wires.png
The bar under the picture is 20 µm long.
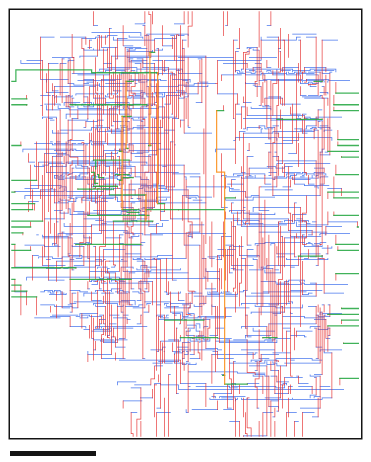
io_placement.png
Pins as bars across the die edge, other pins in grey.
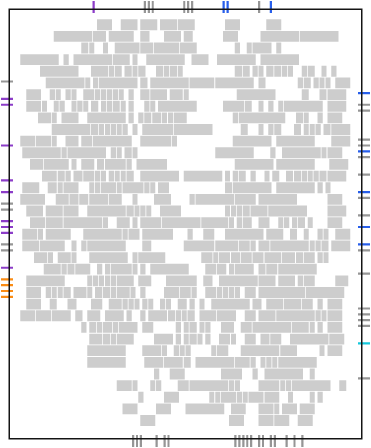
clk_routes.png
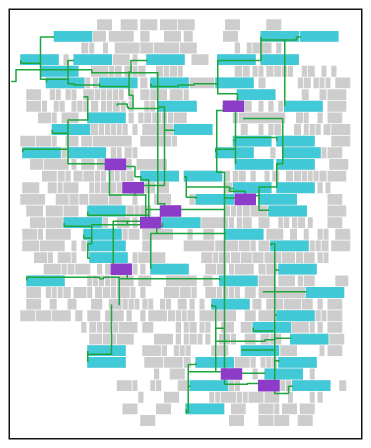
io_fan.png
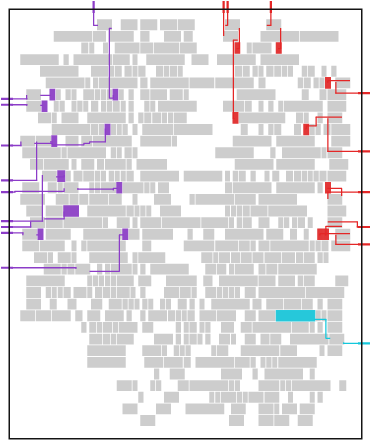
placement.png
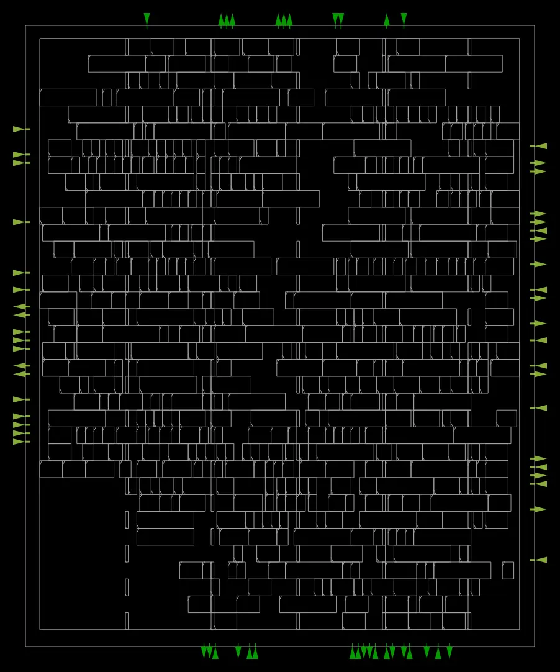
==> config.mk <==
export PLATFORM = sky130hd
export DESIGN_NAME = dpram_burst_master_flat
export DESIGN_NICKNAME = d
export VERILOG_FILES = /design/src/rtl/dpram_burst_master_if.sv /design/src/rtl/dpram_burst_master.sv /design/src/flat_wrapper.sv
export SDC_FILE = /design/constraint.sdc
export NUM_CORES = 1
export LEC_CHECK = 0
export ABC_AREA = 1
export ABC_CLOCK_PERIOD_IN_PS = 2400
export CAP_MARGIN = 20
export CORE_AREA = 2 2 80 98
export CTS_BUF_LIST = sky130_fd_sc_hd__clkbuf_4 sky130_fd_sc_hd__clkbuf_8
export DETAILED_ROUTE_END_ITERATION = 8
export DIE_AREA = 0 0 82 100
export PLACE_DENSITY_LB_ADDON = 0.3
export SYNTH_ARGS = -nofsm -noshare
export SYNTH_HDL_FRONTEND = slang
export SYNTH_SLANG_ARGS = --single-unit
==> constraint.sdc <==
create_clock -name clk -period 2.4 [get_ports clk]
set_input_delay 0.48 -clock clk [delete_from_list [all_inputs] [get_ports clk]]
set_output_delay 0.48 -clock clk [all_outputs]
set_load 0.02 [all_outputs]
==> run summary <==
fresh numbers from the pnr run: status finished with violations, failing checks setup timing, Reg2Reg Setup Slack -0.10 ns, dominant kind of cell by area combinational gates, P per Cell Area around 1500 mW/mm², VDD IR-drop max 0.812 mV, CP Class flip-flop to output port, Logic pwr share 60.2%, Post-Place Cells 584, count of non-CTS buffers in the layout roughly 110, Setup WS post-layout -0.446 ns, endpoint type of the worst setup path output port, Mapped Area about 0.0033 mm², min-delay worst type input port to async pin, initial DRC count between 100 and 150, DP Worst Slack -1.02 ns, CLK BUF 9, post-route cell area approximately 0.0048 mm², Final Setup Violations 11, tool warnings 35, total nets after synthesis 469, pin count of the biggest net entering global routing 61, final layout net count between 500 and 600, routed wl met2 4400 µm, cell row count 35, Net Sw Power 3.24 mW, GR Layer Usage met2 36.4%, Yosys Chip Area approximately 0.0033 mm²
-- wires.png (at the start) --
Key: orange = metal 4 [wire length 162 µm]; green = metal 3 [wire length 414 µm]; red = metal 2 [wire length 4400 µm]; blue = metal 1 [wire length 3540 µm]
Routed Wire Length: 8520 µm
total track usage: 22.0%
WL per Instance: 13.6 µm
DR vias: 3068

-- io_placement.png (at the start) --
Key: blue = `ram_q` [pins 8, direction input, edge 5 right, 3 top]; purple = `bus_cmd_addr` [pins 10, direction input, edge 9 left, 1 top]; cyan = `ram_we` [pins 1, direction output, edge right]; orange = `bus_cmd_len` [pins 4, direction input, edge left]
All pins by edge: 21 right, 18 left, 18 bottom, 11 top.
Chip Width: 82 µm
die height: 100 µm

-- clk_routes.png (at the start) --
Key: cyan = flip-flops [count 60]; purple = clock drivers [count 9]; green = clock wires [length 861 µm]
There are 10 routed clock nets.
Insertion Delay late pin: 0.34 ns
Clk pwr share: 14.2%
Power Clock: 1.04 mW

-- io_fan.png (at the start) --
Key: cyan = `ram_we` [bits 1, direction output, end cells 1, buffers 1, wire 11.7 µm]; purple = `bus_cmd_addr` [bits 10, direction input, end cells 10, buffers 10, wire 162 µm]; red = `ram_q` [bits 8, direction input, end cells 8, buffers 8, wire 126 µm]
Port Buffer Count: 67
Ports: 68

-- placement.png (at the start) --
flip-flops: 60
Layout Cells excl Fill: 625

cells in the mapped netlist:
master,instances,area [µm²]
nand3_1,11,55.1
buf_2,4,20.0
a21oi_1,14,70.1
inv_1,40,150
o21bai_1,1,7.51
nand3_2,3,30.0
buf_4,3,22.5
buf_6,4,45.0
o21ai_0,17,85.1
nor2_1,17,63.8
a21boi_0,1,7.51
nand4_1,1,6.26
xnor2_1,2,17.5
mux2i_1,1,10.0
xor2_1,3,26.3
or2_1,1,6.26
nand2_1,180,676
nand3_4,1,17.5
ha_1,12,150
nand3b_1,2,15.0
or2_2,1,6.26
o21ai_1,15,75.1
o21ai_2,19,166
dfrtp_1,60,1500
nor3b_1,1,7.51
clkinv_1,2,7.51
inv_2,2,7.51
clkbuf_1,3,11.3
Power and IR drop assume default switching activity.
